[src/rtl/vsdserializer_v1_pkg.sv]
// rtl/vsdserializer_v1_pkg.sv - shared constants for the raw-bit parallel-to-serial shifter
package vsdserializer_v1_pkg;

    localparam int DEFAULT_WIDTH = 10;

    // Number of non-load edges after which a loaded word has fully drained.
    function automatic int drain_edges(input int width);
        return width;
    endfunction

endpackage

[src/rtl/vsdserializer_v1.sv]
// rtl/vsdserializer_v1.sv - MSB-first parallel-to-serial shift register with load priority
// Plain ports in fixed order so legacy 4-port positional instantiations keep binding.
module vsdserializer_v1
    import vsdserializer_v1_pkg::*;
#(
    parameter int WIDTH = DEFAULT_WIDTH
) (
    input  logic             clk,
    input  logic             load,
    input  logic [WIDTH-1:0] INPUT,
    output logic             OUTPUT,
    input  logic             reset
);

    logic [WIDTH-1:0] sreg_q;
    logic [WIDTH-1:0] sreg_d;

    // Load wins every edge; otherwise shift toward the MSB, zero-filling behind.
    assign sreg_d = load ? INPUT : {sreg_q[WIDTH-2:0], 1'b0};

    always_ff @(posedge clk or posedge reset) begin
        if (reset) begin
            sreg_q <= '0;
        end else begin
            sreg_q <= sreg_d;
        end
    end

    assign OUTPUT = sreg_q[WIDTH-1];

endmodule

[config.mk]
export PLATFORM = sky130hd
export DESIGN_NAME = vsdserializer_v1
export DESIGN_NICKNAME = d
export VERILOG_FILES = /design/src/rtl/vsdserializer_v1_pkg.sv /design/src/rtl/vsdserializer_v1.sv
export SDC_FILE = /design/constraint.sdc
export NUM_CORES = 1
export LEC_CHECK = 0
export CAP_MARGIN = 10
export CORE_AREA = 8 8 45 47
export CTS_BUF_LIST = sky130_fd_sc_hd__clkbuf_4
export CTS_CLUSTER_SIZE = 28
export DETAILED_ROUTE_END_ITERATION = 8
export DIE_AREA = 0 0 53 55
export DONT_BUFFER_PORTS = 1
export SYNTH_ARGS = -nofsm -noshare
export SYNTH_HDL_FRONTEND = slang
export SYNTH_SLANG_ARGS = --single-unit
[constraint.sdc]
create_clock -name clk -period 1.1 [get_ports clk]
set_clock_uncertainty 0.15 [all_clocks]
set_input_delay 0.22 -clock clk [delete_from_list [all_inputs] [get_ports clk]]
set_output_delay 0.22 -clock clk [all_outputs]
set_load 0.05 [all_outputs]
==> run_summary.xml, run 1 <==
<?xml version="1.0" encoding="UTF-8"?>
<metrics>
  <group name="yosys">
    <metric name="synth.cellmix.xorXnorShare" unit="%">0</metric>
    <metric name="multiplexer_area_fraction_after_synthesis" unit="%">33.1</metric>
    <metric name="synth-warning-count" unit="">0</metric>
    <metric name="synth_nets" unit="">35</metric>
    <metric name="netlist.top_cell.by_instances" unit="">sky130_fd_sc_hd__dfrtp_1</metric>
    <metric name="synth-area-yosys" unit="µm²">408</metric>
    <metric name="fa_ha_area_share" unit="%">0</metric>
    <metric name="common_cells" unit="">10 x sky130_fd_sc_hd__dfrtp_1, 9 x sky130_fd_sc_hd__mux2_4, 1 x sky130_fd_sc_hd__and2_2, 1 x sky130_fd_sc_hd__buf_6, 1 x sky130_fd_sc_hd__inv_1</metric>
    <metric name="post_synth_inst_count" unit="">22</metric>
    <metric name="synthArstFlopShare" unit="%">100</metric>
  </group>
  <group name="setup_path">
    <metric name="cp_num_buf_inv" unit="">1</metric>
    <metric name="worst_r2r_startpoint" unit="">sreg_q[7]</metric>
    <metric name="crit_path_end" unit="">OUTPUT</metric>
    <metric name="start_kind" unit="">register</metric>
    <metric name="cp_data_required_time" unit="ns">0.73</metric>
    <metric name="startpoint" unit="">sreg_q[9]</metric>
    <metric name="critical_path.reg2reg.endpoint" unit="">sreg_q[8]</metric>
    <metric name="cpPeakStageDelay" unit="ns">0.39</metric>
  </group>
  <group name="final_timing">
    <metric name="tns" unit="ns">-0.0713</metric>
    <metric name="post_route_worst_hold_slack" unit="ns">-0.0233</metric>
    <metric name="timing.final.setup_violations" unit="">1</metric>
    <metric name="grt_setup_unrepaired" unit="">true</metric>
    <metric name="final-hold-violation-count" unit="">9</metric>
    <metric name="finalMaxSlewViolations" unit="">0</metric>
    <metric name="max_clock_freq" unit="MHz">854</metric>
    <metric name="setup_ws" unit="ns">-0.0713</metric>
  </group>
  <group name="global_route">
    <metric name="groute.usage.overall" unit="%">6.94</metric>
    <metric name="grt_pass1_wl" unit="mm">1.35</metric>
    <metric name="grt_pass1_vias" unit="">304</metric>
  </group>
  <group name="final_layout">
    <metric name="instances_no_fill" unit="">52</metric>
    <metric name="n_fill_cell" unit="">134</metric>
    <metric name="finalNetCount" unit="">51</metric>
  </group>
  <group name="detailed_routing">
    <metric name="route.detailed.drc" unit="">0</metric>
    <metric name="detailedRoute.firstIterationViolations" unit="">1</metric>
    <metric name="ant_nets" unit="">0</metric>
    <metric name="drt-wirelength-per-cell" unit="µm">14.8</metric>
  </group>
  <group name="power_and_ir_drop">
    <metric name="power.share.sequential" unit="%">53.9</metric>
    <metric name="p_clk_share" unit="%">29.8</metric>
    <metric name="powerComb" unit="W">0.000126</metric>
    <metric name="sw_frac_of_total" unit="%">20.0</metric>
    <metric name="combPwrFrac" unit="%">16.4</metric>
    <metric name="p_int" unit="W">0.000615</metric>
    <metric name="vdd_ir_drop_max" unit="mV">0.652</metric>
    <metric name="cellPowerDensity" unit="nW/µm²">1350</metric>
  </group>
  <group name="outcome">
    <metric name="status" unit="">finished, violations left</metric>
    <metric name="failing_checks" unit="">negative hold slack, negative setup slack</metric>
  </group>
  <group name="run">
    <metric name="maxCapViolations" unit="">0</metric>
  </group>
  <group name="clocking">
    <metric name="cts_num_sinks" unit="">10</metric>
    <metric name="ctsResizeCount" unit="">0</metric>
    <metric name="cts_buffers" unit="">3</metric>
    <metric name="clk_pin_slew" unit="ns">0.06</metric>
    <metric name="cts-hold-fix-buffers" unit="">11</metric>
  </group>
  <group name="placed_design">
    <metric name="place.detailed.instances" unit="">38</metric>
  </group>
  <group name="worst_hold_path">
    <metric name="min_delay_worst_endpoint" unit="">sreg_q[4]</metric>
    <metric name="min_delay_path_depth" unit="">1</metric>
  </group>
  <group name="floorplan">
    <metric name="die-height" unit="µm">55</metric>
    <metric name="dieWidth" unit="µm">53</metric>
    <metric name="rows" unit="">14</metric>
  </group>
</metrics>
==> run 1: routing by layer <==
| metal | up-vias | share of wire (%) | global-route usage, % | routed length [µm] |
|---|---|---|---|---|
| met4 | 0 | 0 | 2.59 | 0 |
| met3 | 0 | 15 | 6.15 | 119 |
| li1 | 103 | - | - | - |
| met1 | 110 | 36 | 6.53 | 275 |
| met5 | - | 0 | 0 | 0 |
| met2 | 14 | 49 | 10.7 | 377 |
==> run 1: final cells by class <==
cell class / count / area, µm² / share of cell area, %
clock buffers: 3 / 22.5 / 3.96
multi-input cells: 10 / 143 / 25.1
repair buffers: 12 / 130 / 22.9
well taps: 16 / 20.0 / 3.52
inverters: 1 / 3.75 / 0.659
flip-flops and latches: 10 / 250 / 44.0
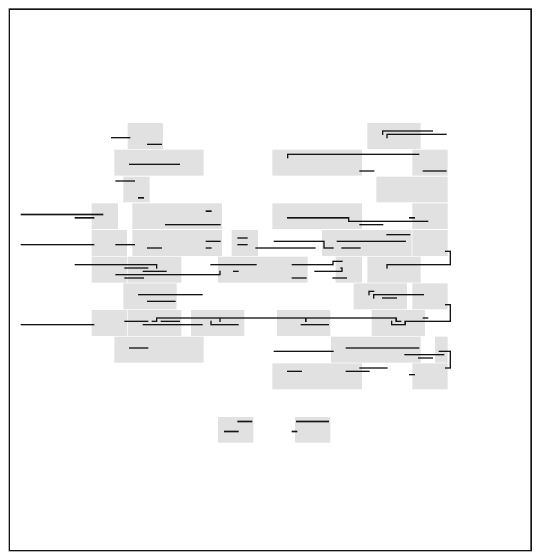
Fig. 1. Signal wires on met1 (run 1).
The longest straight run is 24.4 µm. The layer carries 275 µm of wire. 44 nets have wire on it. The layer holds 36% of the routed length.
overall routed net length: 771 µm
vias: 227

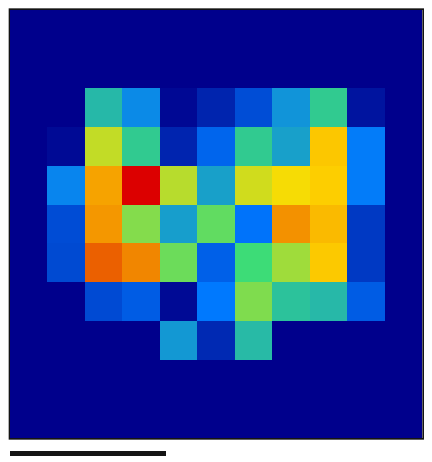
Fig. 2. Local utilization (run 1).
Scale bar: 20 µm. The die is cut into 11 by 11 equal tiles; dark blue is low, red is high, 0 to 100% covered.
55% of the tiles are nearly empty. The emptiest ninth of the die: bottom left. The fullest tile reaches 100%. The mean over all tiles is 19%.
Finished Core Util: 41.1%
Initial Utilization: 29.5%

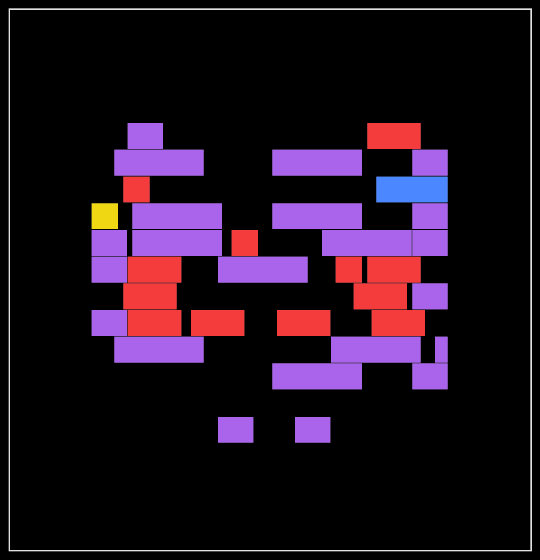
Fig. 3. Cell sizes after repair (run 1).
x1 and smaller: marked purple, cells 22. x3 and x4: marked red, cells 12. x2: marked yellow, cells 1. x6 and larger: marked blue, cells 1.

==> run 2: changes to the inputs <==
--- a/config.mk
+++ b/config.mk
@@ -12,6 +12,7 @@
 export DETAILED_ROUTE_END_ITERATION = 8
 export DIE_AREA = 0 0 53 55
 export DONT_BUFFER_PORTS = 1
+export GPL_ROUTABILITY_DRIVEN = 0
 export SYNTH_ARGS = -nofsm -noshare
 export SYNTH_HDL_FRONTEND = slang
 export SYNTH_SLANG_ARGS = --single-unit
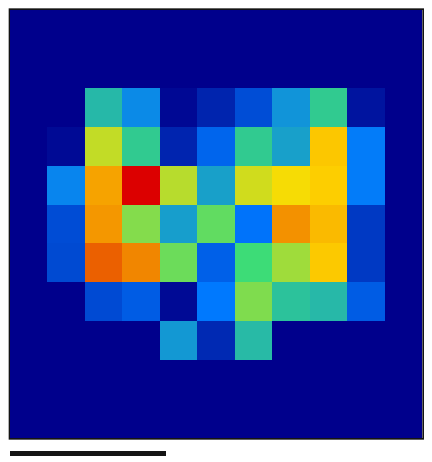
Fig. 4. Local utilization (run 2).
Scale bar: 20 µm. The die is cut into 11 by 11 equal tiles; dark blue is low, red is high, 0 to 100% covered.
placeable core region: 1380 µm²

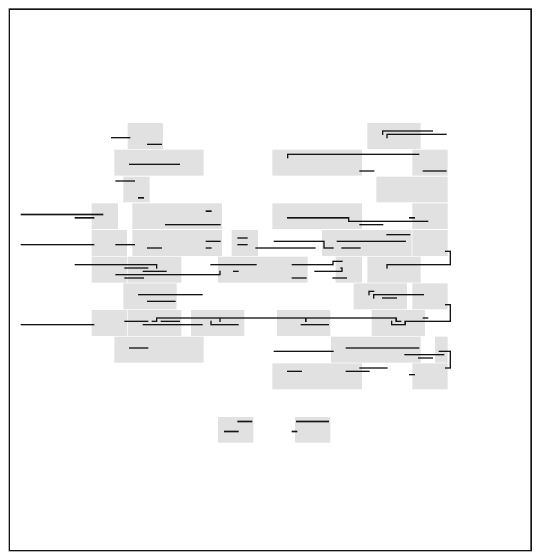
Fig. 5. Signal wires on met1 (run 2).
The layer carries 275 µm of wire. The longest straight run is 24.4 µm.

==> run 2 against run 1 <==
Effect of this change: the flow still finishes with violations (negative hold slack, negative setup slack); hold slack unchanged; via count unchanged; die size unchanged; first-iteration DRC count unchanged; setup slack unchanged; final cell count unchanged; count of clock-buffer cells in the layout unchanged; combinational power about the same; total power unchanged; critical endpoint unchanged.
==> run_summary.xml, run 2 <==
<?xml version="1.0" encoding="UTF-8"?>
<metrics>
  <group name="yosys">
    <metric name="synth_nets" unit="">35</metric>
    <metric name="synthArstFlopShare" unit="%">100</metric>
    <metric name="common_cells" unit="">10 x sky130_fd_sc_hd__dfrtp_1, 9 x sky130_fd_sc_hd__mux2_4, 1 x sky130_fd_sc_hd__and2_2, 1 x sky130_fd_sc_hd__buf_6, 1 x sky130_fd_sc_hd__inv_1</metric>
    <metric name="synth-warning-count" unit="">0</metric>
  </group>
  <group name="outcome">
    <metric name="failing_checks" unit="">negative hold slack, negative setup slack</metric>
    <metric name="status" unit="">finished, violations left</metric>
  </group>
  <group name="final_timing">
    <metric name="setup_ws" unit="ns">-0.0713</metric>
    <metric name="final-hold-violation-count" unit="">9</metric>
    <metric name="timing.final.setup_violations" unit="">1</metric>
    <metric name="finalMaxSlewViolations" unit="">0</metric>
    <metric name="grt_setup_unrepaired" unit="">true</metric>
    <metric name="post_route_worst_hold_slack" unit="ns">-0.0233</metric>
    <metric name="tns" unit="ns">-0.0713</metric>
  </group>
  <group name="placed_design">
    <metric name="place.detailed.instances" unit="">38</metric>
  </group>
  <group name="global_route">
    <metric name="groute.usage.overall" unit="%">6.94</metric>
    <metric name="busiest_layer" unit="">met2</metric>
    <metric name="grt_use_met1" unit="%">6.53</metric>
  </group>
  <group name="final_layout">
    <metric name="layout.non_clock_inverters" unit="">1</metric>
    <metric name="clock_cell_area_share" unit="%">3.96</metric>
    <metric name="instances_no_fill" unit="">52</metric>
    <metric name="largest_class" unit="">registers</metric>
    <metric name="layout.area.comb" unit="µm²">143</metric>
    <metric name="numSequentialCells" unit="">10</metric>
    <metric name="ff_latch_area" unit="µm²">250</metric>
    <metric name="area.share.combinational" unit="%">25.1</metric>
    <metric name="n_fill_cell" unit="">134</metric>
    <metric name="multiInputCombCellCount" unit="">10</metric>
  </group>
  <group name="floorplan">
    <metric name="die-height" unit="µm">55</metric>
    <metric name="rows" unit="">14</metric>
  </group>
  <group name="detailed_routing">
    <metric name="drt-wirelength-per-cell" unit="µm">14.8</metric>
    <metric name="route.detailed.drc" unit="">0</metric>
    <metric name="met2_wire_length" unit="µm">377</metric>
    <metric name="detailroute.wirelength.met3" unit="µm">119</metric>
    <metric name="ant_nets" unit="">0</metric>
    <metric name="met1Wirelength" unit="µm">275</metric>
  </group>
  <group name="power_and_ir_drop">
    <metric name="power.share.sequential" unit="%">53.9</metric>
    <metric name="combPwrFrac" unit="%">16.4</metric>
    <metric name="cellPowerDensity" unit="nW/µm²">1350</metric>
  </group>
  <group name="setup_path">
    <metric name="start_kind" unit="">register</metric>
  </group>
  <group name="clocking">
    <metric name="ctsResizeCount" unit="">0</metric>
  </group>
  <group name="run">
    <metric name="maxCapViolations" unit="">0</metric>
  </group>
</metrics>
==> run 2: cell counts in the layout (fill, tap and decap cells not counted) <==
No cell type changed its count.
==> run 2: path summary, 6_finish.rpt <==
path	endpoint	slack, ns	depth (start not counted)	from
worst max register to register	sreg_q[8]	0.19	1	sreg_q[7]
worst max-delay path	OUTPUT	-0.07	1	sreg_q[9]
min in group asynchronous	sreg_q[7]	0.22	2	reset
worst min-delay path	sreg_q[4]	-0.02	1	load
max in group asynchronous	sreg_q[8]	0.32	2	reset
worst min register to register	sreg_q[5]	0.33	1	sreg_q[4]
==> run 2: cell families after synthesis <==
| kind of cell | Yosys count | synth area share (%) |
|---|---|---|
| buffers and inverters | 2 | 3.68 |
| DFF | 10 | 61.3 |
| muxes | 9 | 33.1 |
| and+or+nand+nor | 1 | 1.84 |
==> run 3: changes to the inputs <==
--- a/config.mk
+++ b/config.mk
@@ -13,6 +13,7 @@
 export DIE_AREA = 0 0 53 55
 export DONT_BUFFER_PORTS = 1
 export GPL_ROUTABILITY_DRIVEN = 0
+export GPL_TIMING_DRIVEN = 1
 export SYNTH_ARGS = -nofsm -noshare
 export SYNTH_HDL_FRONTEND = slang
 export SYNTH_SLANG_ARGS = --single-unit
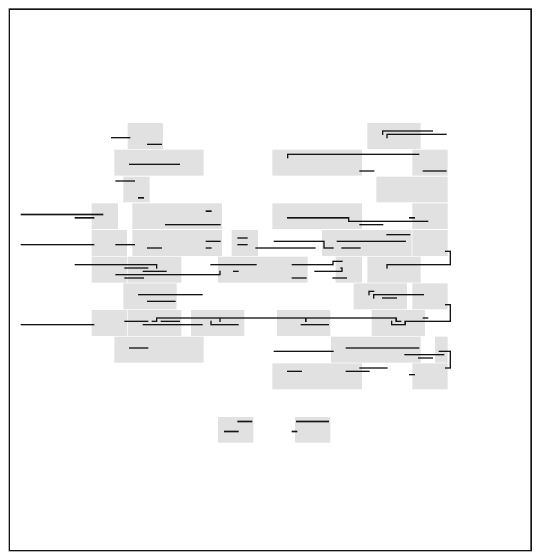
Fig. 6. Signal wires on met1 (run 3).
The layer carries 275 µm of wire. The longest straight run is 24.4 µm. 44 nets have wire on it.
met1 Usage GRT: 6.53%

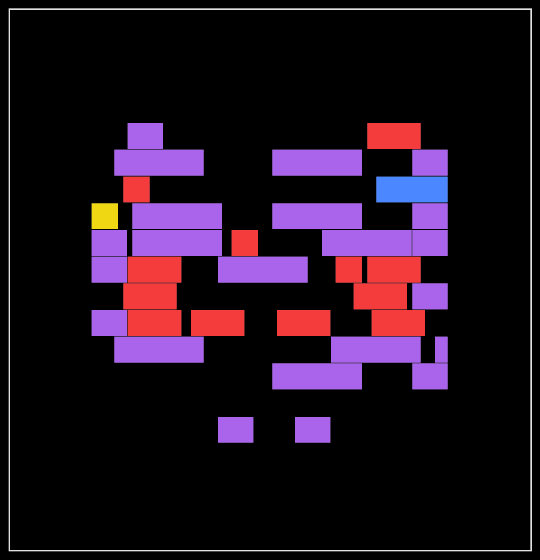
Fig. 7. Cell sizes after repair (run 3).
x2: marked yellow, cells 1. x3 and x4: marked red, cells 12. x1 and smaller: marked purple, cells 22. x6 and larger: marked blue, cells 1.

==> run 3 against run 2 <==
Effect of this change: highest routed layer unchanged; first-iteration DRC count did not move; die size did not move; routed wire length is the same; global-route usage stayed put; combinational power about the same; the run still ends with negative hold slack, negative setup slack left; via count unchanged; critical path depth is the same.
==> run_summary.xml, run 3 <==
<?xml version="1.0" encoding="UTF-8"?>
<metrics>
  <group name="final_timing">
    <metric name="grt_setup_unrepaired" unit="">true</metric>
    <metric name="setup_ws" unit="ns">-0.0713</metric>
    <metric name="post_route_worst_hold_slack" unit="ns">-0.0233</metric>
    <metric name="tns" unit="ns">-0.0713</metric>
    <metric name="final-hold-violation-count" unit="">9</metric>
    <metric name="finalMaxSlewViolations" unit="">0</metric>
    <metric name="max_clock_freq" unit="MHz">854</metric>
    <metric name="timing.final.setup_violations" unit="">1</metric>
    <metric name="finalCriticalPeriod" unit="ns">1.17</metric>
  </group>
  <group name="setup_path">
    <metric name="cp_data_required_time" unit="ns">0.73</metric>
    <metric name="cp_num_buf_inv" unit="">1</metric>
    <metric name="start_kind" unit="">register</metric>
    <metric name="cpPeakStageDelay" unit="ns">0.39</metric>
  </group>
  <group name="power_and_ir_drop">
    <metric name="sw_frac_of_total" unit="%">20.0</metric>
    <metric name="p_clk_share" unit="%">29.8</metric>
    <metric name="power.share.sequential" unit="%">53.9</metric>
    <metric name="powerComb" unit="W">0.000126</metric>
    <metric name="cellPowerDensity" unit="nW/µm²">1350</metric>
    <metric name="vdd_ir_drop_max" unit="mV">0.652</metric>
    <metric name="p_int" unit="W">0.000615</metric>
    <metric name="combPwrFrac" unit="%">16.4</metric>
  </group>
  <group name="final_layout">
    <metric name="buffering_overhead" unit="%">22.9</metric>
    <metric name="layout.clock_buffers" unit="">3</metric>
    <metric name="layout.non_clock_inverters" unit="">1</metric>
    <metric name="clock_cell_area_share" unit="%">3.96</metric>
    <metric name="utilization" unit="%">41.1</metric>
    <metric name="ff_latch_area" unit="µm²">250</metric>
    <metric name="largest_class" unit="">registers</metric>
    <metric name="instances_no_fill" unit="">52</metric>
    <metric name="multiInputCombCellCount" unit="">10</metric>
    <metric name="n_fill_cell" unit="">134</metric>
    <metric name="num-nonclk-buffers" unit="">12</metric>
    <metric name="seq_area_share" unit="%">44.0</metric>
    <metric name="finalNetCount" unit="">51</metric>
    <metric name="area.share.combinational" unit="%">25.1</metric>
    <metric name="numSequentialCells" unit="">10</metric>
  </group>
  <group name="global_route">
    <metric name="grt.met2_usage" unit="%">10.7</metric>
    <metric name="grt_pass1_vias" unit="">304</metric>
    <metric name="grt_overflow_total" unit="">0</metric>
    <metric name="grt_antenna_before_repair" unit="">0</metric>
    <metric name="busiest_layer" unit="">met2</metric>
    <metric name="grt_pass1_wl" unit="mm">1.35</metric>
    <metric name="grtUsageMet3" unit="%">6.15</metric>
    <metric name="groute.usage.overall" unit="%">6.94</metric>
  </group>
  <group name="clocking">
    <metric name="cts_buffers" unit="">3</metric>
    <metric name="clock_path_buffers" unit="">2</metric>
    <metric name="ctsResizeCount" unit="">0</metric>
    <metric name="clk_pin_slew" unit="ns">0.06</metric>
    <metric name="cts_num_sinks" unit="">10</metric>
    <metric name="cts-hold-fix-buffers" unit="">11</metric>
  </group>
  <group name="floorplan">
    <metric name="fp.coreArea" unit="µm²">1380</metric>
    <metric name="tap-cell-count" unit="">16</metric>
    <metric name="initial_core_util" unit="%">29.5</metric>
    <metric name="die-height" unit="µm">55</metric>
    <metric name="rows" unit="">14</metric>
    <metric name="dieWidth" unit="µm">53</metric>
  </group>
  <group name="detailed_routing">
    <metric name="detailroute.wirelength.met3" unit="µm">119</metric>
    <metric name="met2_wire_length" unit="µm">377</metric>
    <metric name="vias" unit="">227</metric>
    <metric name="routed_wl" unit="µm">771</metric>
    <metric name="drt_pass1_iterations" unit="">2</metric>
    <metric name="ant_nets" unit="">0</metric>
    <metric name="highest_layer" unit="">met3</metric>
    <metric name="route.detailed.drc" unit="">0</metric>
    <metric name="met1Wirelength" unit="µm">275</metric>
    <metric name="detailedRoute.firstIterationViolations" unit="">1</metric>
    <metric name="drt-wirelength-per-cell" unit="µm">14.8</metric>
  </group>
  <group name="run">
    <metric name="maxCapViolations" unit="">0</metric>
    <metric name="stage_log_warnings" unit="">30</metric>
  </group>
  <group name="yosys">
    <metric name="synth_nets" unit="">35</metric>
    <metric name="post_synth_inst_count" unit="">22</metric>
    <metric name="synth-warning-count" unit="">0</metric>
    <metric name="synthArstFlopShare" unit="%">100</metric>
    <metric name="netlist.top_cell.by_instances" unit="">sky130_fd_sc_hd__dfrtp_1</metric>
    <metric name="common_cells" unit="">10 x sky130_fd_sc_hd__dfrtp_1, 9 x sky130_fd_sc_hd__mux2_4, 1 x sky130_fd_sc_hd__and2_2, 1 x sky130_fd_sc_hd__buf_6, 1 x sky130_fd_sc_hd__inv_1</metric>
    <metric name="edf_count" unit="">0</metric>
    <metric name="synth-area-yosys" unit="µm²">408</metric>
  </group>
  <group name="placed_design">
    <metric name="place.detailed.instances" unit="">38</metric>
  </group>
  <group name="outcome">
    <metric name="status" unit="">finished, violations left</metric>
    <metric name="failing_checks" unit="">negative hold slack, negative setup slack</metric>
  </group>
  <group name="worst_hold_path">
    <metric name="hold_path.class" unit="">input port to register</metric>
  </group>
</metrics>
==> run 3: cell counts in the layout (fill, tap and decap cells not counted) <==
Identical to the previous run, type by type.
==> run 3: worst paths after layout <==
path                           start         to  slack, ns  cells past startpoint
setup / recovery           sreg_q[9]     OUTPUT      -0.07                      1
max in group asynchronous      reset  sreg_q[8]       0.32                      2
hold reg to reg            sreg_q[4]  sreg_q[5]       0.33                      1
hold / removal                  load  sreg_q[4]      -0.02                      1
setup reg to reg           sreg_q[7]  sreg_q[8]       0.19                      1
min in group asynchronous      reset  sreg_q[7]       0.22                      2
==> run 3: logic make-up after synthesis <==
group | share of synthesized area, %
flops | 61.3
buf+inv | 3.68
simple gates | 1.84
mux | 33.1
Power is estimated from default activity; no workload was simulated.
